<file path="src/rtl/i2c_slave_receiver.sv">
// I2C write-only target: synchronises SCL/SDA, matches ADDRESS, ACKs bytes.
// Optional SCL clock stretching with a valid/ready handshake: I2C_SLAVE_CLOCK_STRETCH_EN.
module i2c_slave_receiver #(
  parameter logic [6:0] ADDRESS     = 7'h50,
  parameter int         SYNC_STAGES = 2
) (
  input  logic       clk,
  input  logic       reset,
  input  logic       scl_in,
  input  logic       sda_in,
  output logic       sda_oe,
  output logic       scl_oe,
  output logic [7:0] rx_data,
  output logic       rx_valid,
  input  logic       rx_ready,
  output logic       addressed
);

  typedef enum logic [2:0] {
    S_IDLE,
    S_ADDR,
    S_ADDR_ACK,
    S_DATA,
    S_DATA_ACK,
    S_IGNORE
  } state_t;

  logic [SYNC_STAGES-1:0] scl_sync_q;
  logic [SYNC_STAGES-1:0] sda_sync_q;
  logic scl_s, sda_s;
  logic scl_p_q, sda_p_q;
  logic scl_rise_q, scl_fall_q;
  logic sda_rise_q, sda_fall_q;
  logic scl_hi_q, sda_bit_q;
  logic start_w, stop_w;

  state_t     state_q, state_d;
  logic [7:0] shreg_q, shreg_d;
  logic [2:0] cnt_q, cnt_d;
  logic       done_q, done_d;
  logic       sda_oe_q, sda_oe_d;
  logic       scl_oe_q, scl_oe_d;
  logic [7:0] rx_data_q, rx_data_d;
  logic       rx_valid_q, rx_valid_d;
  logic       addr_q, addr_d;

  always_ff @(posedge clk or posedge reset) begin
    if (reset) begin
      scl_sync_q <= '1;
      sda_sync_q <= '1;
    end else begin
      scl_sync_q <= {scl_sync_q[SYNC_STAGES-2:0], scl_in};
      sda_sync_q <= {sda_sync_q[SYNC_STAGES-2:0], sda_in};
    end
  end

  assign scl_s = scl_sync_q[SYNC_STAGES-1];
  assign sda_s = sda_sync_q[SYNC_STAGES-1];

  // Edge flags are registered so all bus events share one pipeline depth.
  always_ff @(posedge clk or posedge reset) begin
    if (reset) begin
      scl_p_q    <= 1'b1;
      sda_p_q    <= 1'b1;
      scl_rise_q <= 1'b0;
      scl_fall_q <= 1'b0;
      sda_rise_q <= 1'b0;
      sda_fall_q <= 1'b0;
      scl_hi_q   <= 1'b0;
      sda_bit_q  <= 1'b1;
    end else begin
      scl_p_q    <= scl_s;
      sda_p_q    <= sda_s;
      scl_rise_q <= scl_s & ~scl_p_q;
      scl_fall_q <= ~scl_s & scl_p_q;
      sda_rise_q <= sda_s & ~sda_p_q;
      sda_fall_q <= ~sda_s & sda_p_q;
      scl_hi_q   <= scl_s & scl_p_q;
      sda_bit_q  <= sda_s;
    end
  end

  assign start_w = sda_fall_q & scl_hi_q;
  assign stop_w  = sda_rise_q & scl_hi_q;

  always_comb begin
    state_d    = state_q;
    shreg_d    = shreg_q;
    cnt_d      = cnt_q;
    done_d     = done_q;
    sda_oe_d   = sda_oe_q;
    scl_oe_d   = scl_oe_q;
    rx_data_d  = rx_data_q;
    addr_d     = addr_q;
`ifdef I2C_SLAVE_CLOCK_STRETCH_EN
    rx_valid_d = rx_valid_q;
    if (rx_valid_q && rx_ready) begin
      rx_valid_d = 1'b0;
      scl_oe_d   = 1'b0;
    end
`else
    rx_valid_d = 1'b0;
`endif
    if (stop_w) begin
      state_d    = S_IDLE;
      cnt_d      = 3'd0;
      done_d     = 1'b0;
      sda_oe_d   = 1'b0;
      scl_oe_d   = 1'b0;
      rx_valid_d = 1'b0;
      addr_d     = 1'b0;
    end else if (start_w) begin
      state_d    = S_ADDR;
      cnt_d      = 3'd0;
      done_d     = 1'b0;
      sda_oe_d   = 1'b0;
      scl_oe_d   = 1'b0;
      rx_valid_d = 1'b0;
      addr_d     = 1'b0;
    end else begin
      unique case (state_q)
        S_IDLE, S_IGNORE: ;
        S_ADDR, S_DATA: begin
          if (scl_rise_q && !done_q) begin
            shreg_d = {shreg_q[6:0], sda_bit_q};
            cnt_d   = cnt_q + 3'd1;
            done_d  = (cnt_q == 3'd7);
          end else if (scl_fall_q && done_q) begin
            done_d = 1'b0;
            if (state_q == S_DATA) begin
              rx_data_d  = shreg_q;
              rx_valid_d = 1'b1;
              sda_oe_d   = 1'b1;
              state_d    = S_DATA_ACK;
            end else if (shreg_q[7:1] == ADDRESS && !shreg_q[0]) begin
              sda_oe_d = 1'b1;
              addr_d   = 1'b1;
              state_d  = S_ADDR_ACK;
            end else begin
              state_d = S_IGNORE;
            end
          end
        end
        S_ADDR_ACK, S_DATA_ACK: begin
          if (scl_fall_q) begin
            sda_oe_d = 1'b0;
            cnt_d    = 3'd0;
            state_d  = S_DATA;
`ifdef I2C_SLAVE_CLOCK_STRETCH_EN
            if (state_q == S_DATA_ACK && rx_valid_d) scl_oe_d = 1'b1;
`endif
          end
        end
        default: state_d = S_IDLE;
      endcase
    end
  end

  always_ff @(posedge clk or posedge reset) begin
    if (reset) begin
      state_q    <= S_IDLE;
      shreg_q    <= 8'h00;
      cnt_q      <= 3'd0;
      done_q     <= 1'b0;
      sda_oe_q   <= 1'b0;
      scl_oe_q   <= 1'b0;
      rx_data_q  <= 8'h00;
      rx_valid_q <= 1'b0;
      addr_q     <= 1'b0;
    end else begin
      state_q    <= state_d;
      shreg_q    <= shreg_d;
      cnt_q      <= cnt_d;
      done_q     <= done_d;
      sda_oe_q   <= sda_oe_d;
      scl_oe_q   <= scl_oe_d;
      rx_data_q  <= rx_data_d;
      rx_valid_q <= rx_valid_d;
      addr_q     <= addr_d;
    end
  end

`ifndef I2C_SLAVE_CLOCK_STRETCH_EN
  logic unused_rx_ready;
  assign unused_rx_ready = rx_ready;
`endif

  assign sda_oe    = sda_oe_q;
  assign scl_oe    = scl_oe_q;
  assign rx_data   = rx_data_q;
  assign rx_valid  = rx_valid_q;
  assign addressed = addr_q;

endmodule
</file>
<file path="config.mk">
export PLATFORM = sky130hd
export DESIGN_NAME = i2c_slave_receiver
export DESIGN_NICKNAME = d
export VERILOG_FILES = /design/src/rtl/i2c_slave_receiver.sv
export SDC_FILE = /design/constraint.sdc
export NUM_CORES = 1
export LEC_CHECK = 0
export ABC_AREA = 1
export CORE_ASPECT_RATIO = 0.9
export CORE_MARGIN = 2
export CORE_UTILIZATION = 50
export CTS_BUF_LIST = sky130_fd_sc_hd__clkbuf_4 sky130_fd_sc_hd__clkbuf_8
export CTS_CLUSTER_DIAMETER = 40
export DETAILED_ROUTE_END_ITERATION = 12
export GPL_TIMING_DRIVEN = 1
export PLACE_DENSITY_LB_ADDON = 0.08
export SYNTH_ARGS = -nofsm -noshare
export SYNTH_HDL_FRONTEND = slang
export SYNTH_SLANG_ARGS = --single-unit
</file>
<file path="constraint.sdc">
create_clock -name clk -period 3.8 [get_ports clk]
set_input_delay 0.95 -clock clk [delete_from_list [all_inputs] [get_ports clk]]
set_output_delay 0.95 -clock clk [all_outputs]
set_load 0.01 [all_outputs]
</file>
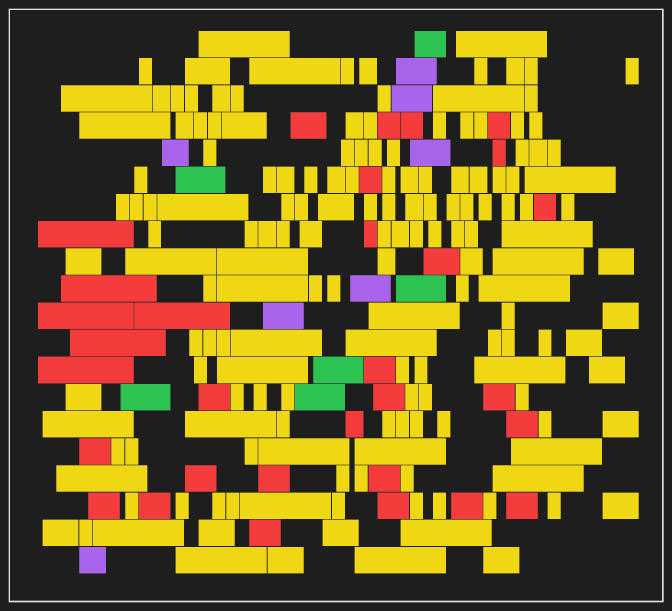
Figure 1: drive-strength map.
size	colour	cells	most used
_2 cells	red	31	o21ai_2
_6 and larger	green	6	clkbuf_8
_0 and _1 cells	yellow	162	nand2_1
_3 and _4 cells	purple	7	nor2_4
area overhead of the layout relative to synthesis: 15.53%
number of ordinary and repair buffers in the finished layout: 15
worst setup slack after layout: 1.664 ns

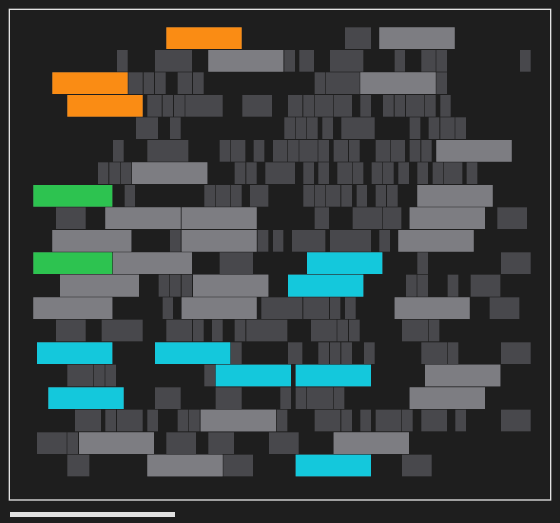
Figure 2: register map, names as in the netlist.
Bar = 20 um. Other sequential cells in the stronger grey, the rest of the logic in the fainter grey.
signal	colour	placed flops
shreg_q	cyan	8
cnt_q	orange	3
scl_sync_q	green	2
final core occ: 59.17%
area occupied by registers: 933.4 um^2
register fraction of the total cell area: 47.76%
power drawn by the sequential cells: 0.498 mW

==> job_summary.md <==
## PnR job results

| Metric | Value |
|---|---|
| Flop2flop setup slack | 2.36 ns |
| GRT Residual Overflow | 0 |
| Area of the multi-input gates | 630.6 um^2 |
| Wire length of the first global-routing pass | about 4800 um |
| Number of enable flip-flop cells | 0 |
| Largest net degree at the start of global routing | 38 |
| Power per Cell Area | 593.0 nW/um^2 |
| Biggest area consumer among synthesized cells | sky130_fd_sc_hd__dfrtp_1 |
| Max stage delay cell, worst path | sky130_fd_sc_hd__clkdlybuf4s50_1 |
| Crit path required time | roughly 2.9 ns |
| Total half-perimeter wirelength after legalization and detailed placement | 1934 um |
| Count of final setup violators | 0 |
| Area of placed instances | 1864 um^2 |
| Overall global routing resource usage | ~17% |
| Core utilization before placement | 51.21% |
| Met2 Usage GRT | between 20% and 30% |
| WL met3 | 119 um |
| Rows | 20 |
| Worst flop-to-flop path startpoint | state_q[2]$_DFFE_PP0P_ |
| Via density | 4.744 |
| Switch Pwr | 0.4344 mW |
| Maximum clock path buffer count | 2 |
| Summed negative setup slack over all endpoints | 0 ns |
| Worst Hold Margin | 0.3590 ns |
| Result of the run | finished clean |
| Hold violation count in the final report | 0 |
| Worst setup endpoint | sda_oe |
| Pre-Repair DR Iteration Count | 4 |
## flip-flops by register name, summed over array words and instances (netlist names), 2 cells and up
| name | cells |
|---|---|
| scl_sync_q | 2 |
| rx_data | 8 |
| shreg_q | 8 |
| cnt_q | 3 |
| sda_sync_q | 2 |
| state_q | 3 |
## cell type report
class                   instances  area share [%]
flip-flops and latches         37           47.76
multi-input cells             120           32.27
repair buffers                 15           7.554
inverters                      26           4.994
clock buffers                   5           3.521
well taps                      44           2.817
clock inverters                 3           1.088
## cell usage in the layout, fill, tap and decap left out
cell type and instances:
sky130_fd_sc_hd__conb_1 1, sky130_fd_sc_hd__buf_4 1, sky130_fd_sc_hd__ha_1 2, sky130_fd_sc_hd__inv_2 2
sky130_fd_sc_hd__nor2_4 3, sky130_fd_sc_hd__clkinvlp_4 1, sky130_fd_sc_hd__o21ai_1 3, sky130_fd_sc_hd__inv_1 24
sky130_fd_sc_hd__clkbuf_8 5, sky130_fd_sc_hd__o21ai_2 15, sky130_fd_sc_hd__nand3_2 2, sky130_fd_sc_hd__inv_6 1
sky130_fd_sc_hd__a31oi_1 2, sky130_fd_sc_hd__nand3_1 11, sky130_fd_sc_hd__dfrtp_1 31, sky130_fd_sc_hd__o21ai_0 2
sky130_fd_sc_hd__nor2_1 17, sky130_fd_sc_hd__clkinv_2 1, sky130_fd_sc_hd__nand2_1 55, sky130_fd_sc_hd__clkdlybuf4s50_1 14
sky130_fd_sc_hd__nand2_4 2, sky130_fd_sc_hd__nand2_2 5, sky130_fd_sc_hd__dfstp_2 6
## how the worst min path moves through the flow
stage / start / end / slack (ns) / cells after the start
2_1_floorplan: scl_sync_q[0]$_DFF_PP1_ / scl_sync_q[1]$_DFF_PP1_ / 0.35 / 0
4_1_cts: sda_sync_q[0]$_DFF_PP1_ / sda_sync_q[1]$_DFF_PP1_ / 0.36 / 0
3_3_place_gp: sda_sync_q[0]$_DFF_PP1_ / sda_sync_q[1]$_DFF_PP1_ / 0.35 / 0
5_1_grt: sda_sync_q[0]$_DFF_PP1_ / sda_sync_q[1]$_DFF_PP1_ / 0.36 / 0
6_report: sda_sync_q[0]$_DFF_PP1_ / sda_sync_q[1]$_DFF_PP1_ / 0.36 / 0
3_5_place_dp: sda_sync_q[0]$_DFF_PP1_ / sda_sync_q[1]$_DFF_PP1_ / 0.35 / 0
## cell families (layout without fill, tap and decap cells)
group	Yosys count	count (layout)	share of synthesized area, %
AND/OR/NAND/NOR	95	95	25.59
flip-flops	37	37	55.18
buffers and inverters	29	49	7.545
AND-OR/OR-AND	22	22	9.985
adder cells (fa/ha/maj)	2	2	1.479
other	1	1	0.2217
## power by group through the flow
stage / clock network [mW] / registers [mW] / logic [mW]
floorplan: 0 / 0.499 / 0.318
global placement: 0 / 0.502 / 0.380
detailed placement: 0 / 0.505 / 0.393
CTS: 0.282 / 0.498 / 0.395
global route: 0.303 / 0.506 / 0.453
finish: 0.269 / 0.498 / 0.392
## worst reg2reg max path, delay by kind of cell, from the launching register on
family	cells	cell delay [ns]
AND/OR/NAND/NOR	4	0.73
flip-flops	1	0.43
buffers and inverters	1	0.10
AND-OR/OR-AND	1	0.06
Power and IR drop assume default switching activity.
